[config.mk]
export PLATFORM = sky130hd
export DESIGN_NAME = fir_pe_n
export DESIGN_NICKNAME = d
export VERILOG_FILES = /design/src/rtl/fir_pe_pkg.sv /design/src/rtl/fir_pe_mac.sv /design/src/rtl/fir_pe_n.sv
export SDC_FILE = /design/constraint.sdc
export NUM_CORES = 1
export LEC_CHECK = 0
export CORE_MARGIN = 4
export CORE_UTILIZATION = 60
export DETAILED_ROUTE_END_ITERATION = 12
export PLACE_DENSITY = 0.8
export SYNTH_ARGS = -nofsm -noshare
export SYNTH_HDL_FRONTEND = slang
export SYNTH_SLANG_ARGS = --single-unit
[constraint.sdc]
create_clock -name clk -period 9.8 [get_ports clk]
set_input_delay 2.45 -clock clk [delete_from_list [all_inputs] [get_ports clk]]
set_output_delay 2.45 -clock clk [all_outputs]
set_load 0.005 [all_outputs]
[src/rtl/fir_pe_pkg.sv]
// Shared helpers for the bit-serial FIR processing element: lane counts and
// saturation limits parameterised by width and signedness.
package fir_pe_pkg;

    localparam int LIM_W = 64;

    function automatic int n_lanes(input int w, input int lw);
        return w / lw;
    endfunction

    function automatic bit lanes_ok(input int w, input int lw);
        return (lw > 0) && (w > 0) && ((w % lw) == 0);
    endfunction

    function automatic logic signed [LIM_W-1:0] sat_max(input int w, input bit sgn);
        logic signed [LIM_W-1:0] one;
        one = 64'sd1;
        return sgn ? (one <<< (w - 1)) - one : (one <<< w) - one;
    endfunction

    function automatic logic signed [LIM_W-1:0] sat_min(input int w, input bit sgn);
        logic signed [LIM_W-1:0] one;
        one = 64'sd1;
        return sgn ? -(one <<< (w - 1)) : '0;
    endfunction

endpackage

[src/rtl/fir_pe_mac.sv]
// Combinational multiply-add with optional saturation to the accumulator width;
// reports whether the full-precision sum left the representable range.
module fir_pe_mac
    import fir_pe_pkg::*;
#(
    parameter int DW     = 8,
    parameter int CW     = 8,
    parameter int YW     = 16,
    parameter int SIGNED = 0
) (
    input  logic [DW-1:0] x,
    input  logic [CW-1:0] c,
    input  logic [YW-1:0] y,
    input  logic          sat_en,
    output logic [YW-1:0] sum,
    output logic          ovf
);

    // Two guard bits keep product plus addend exact in either signedness.
    localparam int SW = (((DW + CW) > YW) ? (DW + CW) : YW) + 2;
    localparam logic signed [SW-1:0] MAXV = SW'(sat_max(YW, SIGNED != 0));
    localparam logic signed [SW-1:0] MINV = SW'(sat_min(YW, SIGNED != 0));

    if (SW > LIM_W) begin : g_bad_width
        $error("fir_pe_mac: operand widths exceed limit helper range");
    end

    logic signed [SW-1:0] x_ext;
    logic signed [SW-1:0] c_ext;
    logic signed [SW-1:0] y_ext;
    logic signed [SW-1:0] full;
    logic                 hi;
    logic                 lo;

    always_comb begin
        if (SIGNED != 0) begin
            x_ext = SW'($signed(x));
            c_ext = SW'($signed(c));
            y_ext = SW'($signed(y));
        end else begin
            x_ext = SW'(x);
            c_ext = SW'(c);
            y_ext = SW'(y);
        end
        full = (x_ext * c_ext) + y_ext;
        hi   = full > MAXV;
        lo   = full < MINV;
        ovf  = hi | lo;
        if (sat_en && hi) begin
            sum = MAXV[YW-1:0];
        end else if (sat_en && lo) begin
            sum = MINV[YW-1:0];
        end else begin
            sum = full[YW-1:0];
        end
    end

endmodule

[src/rtl/fir_pe_n.sv]
// Bit-serial FIR tap: samples and partial sums arrive LW bits per beat, LS lane
// first; one MAC per frame, result streamed out two frames later.
module fir_pe_n
    import fir_pe_pkg::*;
#(
    parameter int DW     = 8,
    parameter int CW     = 8,
    parameter int LW     = 4,
    parameter int YW     = 16,
    parameter int SIGNED = 0
) (
    input  logic          clk,
    input  logic          rst,
    input  logic          Rdy,
    input  logic [CW-1:0] Cin,
    input  logic          SatEn,
    input  logic [LW-1:0] Xin,
    input  logic [LW-1:0] Yin,
    output logic [LW-1:0] Xout,
    output logic [LW-1:0] Yout,
    output logic          Vld,
    output logic          Ovf
);

    localparam int NX = n_lanes(DW, LW);
    localparam int NY = n_lanes(YW, LW);

    if (!lanes_ok(DW, LW) || !lanes_ok(YW, LW) || (NX > NY)) begin : g_bad_cfg
        $error("fir_pe_n: DW and YW must be multiples of LW with DW <= YW");
    end

    logic [NY:0]             ctl;
    logic [NX-1:0][LW-1:0]   x_lanes_p0;
    logic [NY-1:0][LW-1:0]   yin_lanes_p0;
    logic [YW-1:0]           acc_p1;
    logic [YW-1:0]           y_p2;
    logic                    ovf_q;
    logic                    rdy_acc;
    logic [YW-1:0]           mac_sum;
    logic                    mac_ovf;

    // A new frame may start once no beat is in flight, including the Vld cycle.
    assign rdy_acc = Rdy && (ctl[NY-1:0] == '0);

    fir_pe_mac #(
        .DW     (DW),
        .CW     (CW),
        .YW     (YW),
        .SIGNED (SIGNED)
    ) u_mac (
        .x      (x_lanes_p0),
        .c      (Cin),
        .y      (yin_lanes_p0),
        .sat_en (SatEn),
        .sum    (mac_sum),
        .ovf    (mac_ovf)
    );

    always_ff @(posedge clk) begin
        if (rst) begin
            ctl          <= '0;
            x_lanes_p0   <= '0;
            yin_lanes_p0 <= '0;
            acc_p1       <= '0;
            y_p2         <= '0;
            ovf_q        <= 1'b0;
        end else begin
            ctl <= {ctl[NY-1:0], rdy_acc};
            for (int k = 0; k < NX; k++) begin
                if (ctl[k]) x_lanes_p0[k] <= Xin;
            end
            for (int k = 0; k < NY; k++) begin
                if (ctl[k]) yin_lanes_p0[k] <= Yin;
            end
            // Frame completion: retire the old accumulator, fold in this frame.
            if (ctl[NY]) begin
                y_p2   <= acc_p1;
                acc_p1 <= mac_sum;
                if (mac_ovf) ovf_q <= 1'b1;
            end
        end
    end

    always_comb begin
        Xout = '0;
        Yout = '0;
        for (int k = 0; k < NX; k++) begin
            if (ctl[k]) Xout = x_lanes_p0[k];
        end
        for (int k = 0; k < NY; k++) begin
            if (ctl[k]) Yout = y_p2[k*LW +: LW];
        end
    end

    assign Vld = ctl[NY];
    assign Ovf = ovf_q;

endmodule
==> notes.md <==
run results: sequential cell power 0.266 mW, GP Congestion 0.932, Max Fanout on Critical Path 8, Routed Antenna Nets 0, Leading cell kind combinational gates, Clock buffer cells 11, storage element area 0.00124 mm², hold depth 2, Worst-Margin Slew 1.13 ns, ys async rst share 0%, CP startpoint Cin[4], slew margin rel. 25.0%, switching share of power 25.5%, WS Path Type input pin to flip-flop, Worst Hold Class flip-flop to flip-flop, critical path's slowest cell fa_1, YS chip area 0.00501 mm², Arr. time, crit path 8.33 ns, Crit path required time 10.03 ns, pwr dens 114 mW/mm², P_sw 0.163 mW, most numerous logic cells after layout nor2_1, dfxtp_1, and2_1, inv_1, ha_1, routed vias 3930, Worst R2R End acc_p1[14], first-pass GRT wire length 18900 µm, status finished, final reports clean, Post-CTS Setup Bufs 0
==> kinds of logic after synthesis <==
group,count (synthesis),share of synthesized area [%]
AOI/OAI and AO/OA,81,10.8
xor gates and xnor gates,25,4.37
adders and majority gates,89,27.8
buffers and inverters,74,5.70
DFF,62,24.8
muxes,40,8.00
and+or+nand+nor,185,18.5
==> stage by stage <==
step / worst slack, ns / hold slack [ns] / instances
after floorplan: 2.37 / 0.460 / 556
after global placement: 1.61 / 0.475 / 670
after detailed placement: 1.37 / 0.481 / 670
after CTS: 1.71 / 0.490 / 685
after global routing: 1.39 / 0.518 / 685
final: 1.70 / 0.488 / 685
==> routing by layer <==
metal	vias to the layer above	share of wire [%]	GRT usage (%)
met5	-	0	0
met4	0	1.4	6.83
met1	1929	45	32.7
met3	17	5.7	4.00
li1	1892	-	-
met2	92	48	38.2
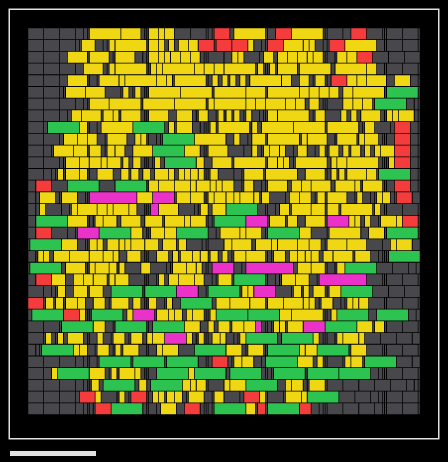
**Above:** placed cells, one colour a class.
Scale bar: 20 µm. Fill, decap, tap and diode cells in grey.
[remaining buffers and delay cells] red | cells: 30
[sequential cells] green | cells: 62
[clock drivers and dummy loads] magenta | cells: 15
[remaining logic cells] yellow | cells: 473
Finished Core Util: 68.3%
Final Cell Area: 0.00558 mm²
# rows: 33

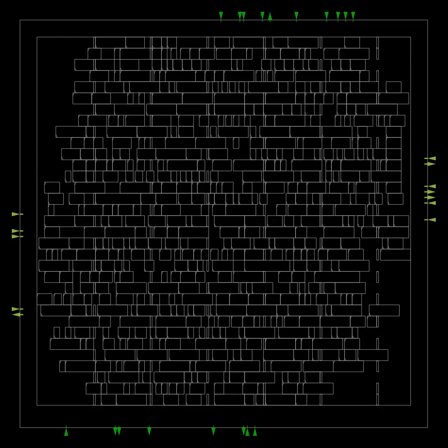
**Above:** placement view.
Tapcells: 105
seq_cells: 62

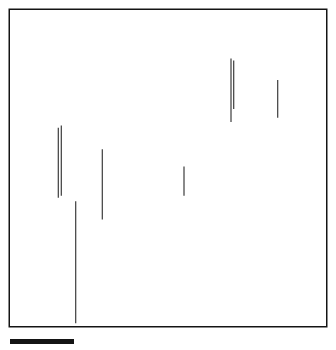
**Above:** met4 routing.
Scale bar: 20 µm.
share of all routed wire: 1.5%
nets with wire on the layer: 7

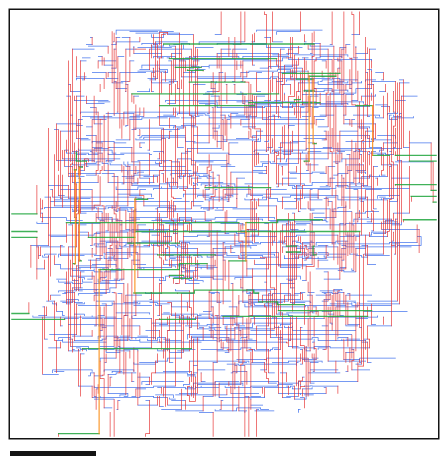
**Above:** wiring by layer.
Scale bar: 20 µm.
[M1] blue | wire length: 4920 µm
[M4] orange | wire length: 158 µm
[M2] red | wire length: 5220 µm
[M3] green | wire length: 622 µm

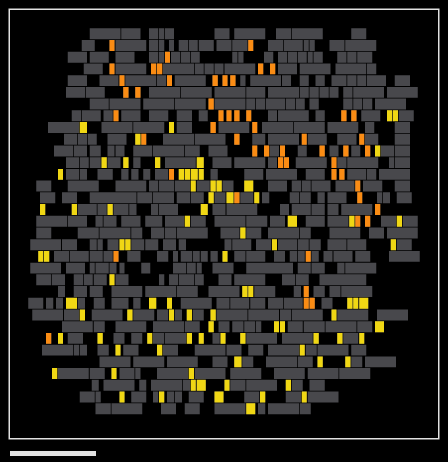
**Above:** gate-type map.
Scale bar: 20 µm.
[nor cells] yellow | cells: 86
[inv cells] orange | cells: 53
Non-Filler Instances: 685
logic share of the area: 62.4%
dominant logic cell type in the layout: nor2_1

Power figures rest on the tool's default switching activity, not on a simulated workload.
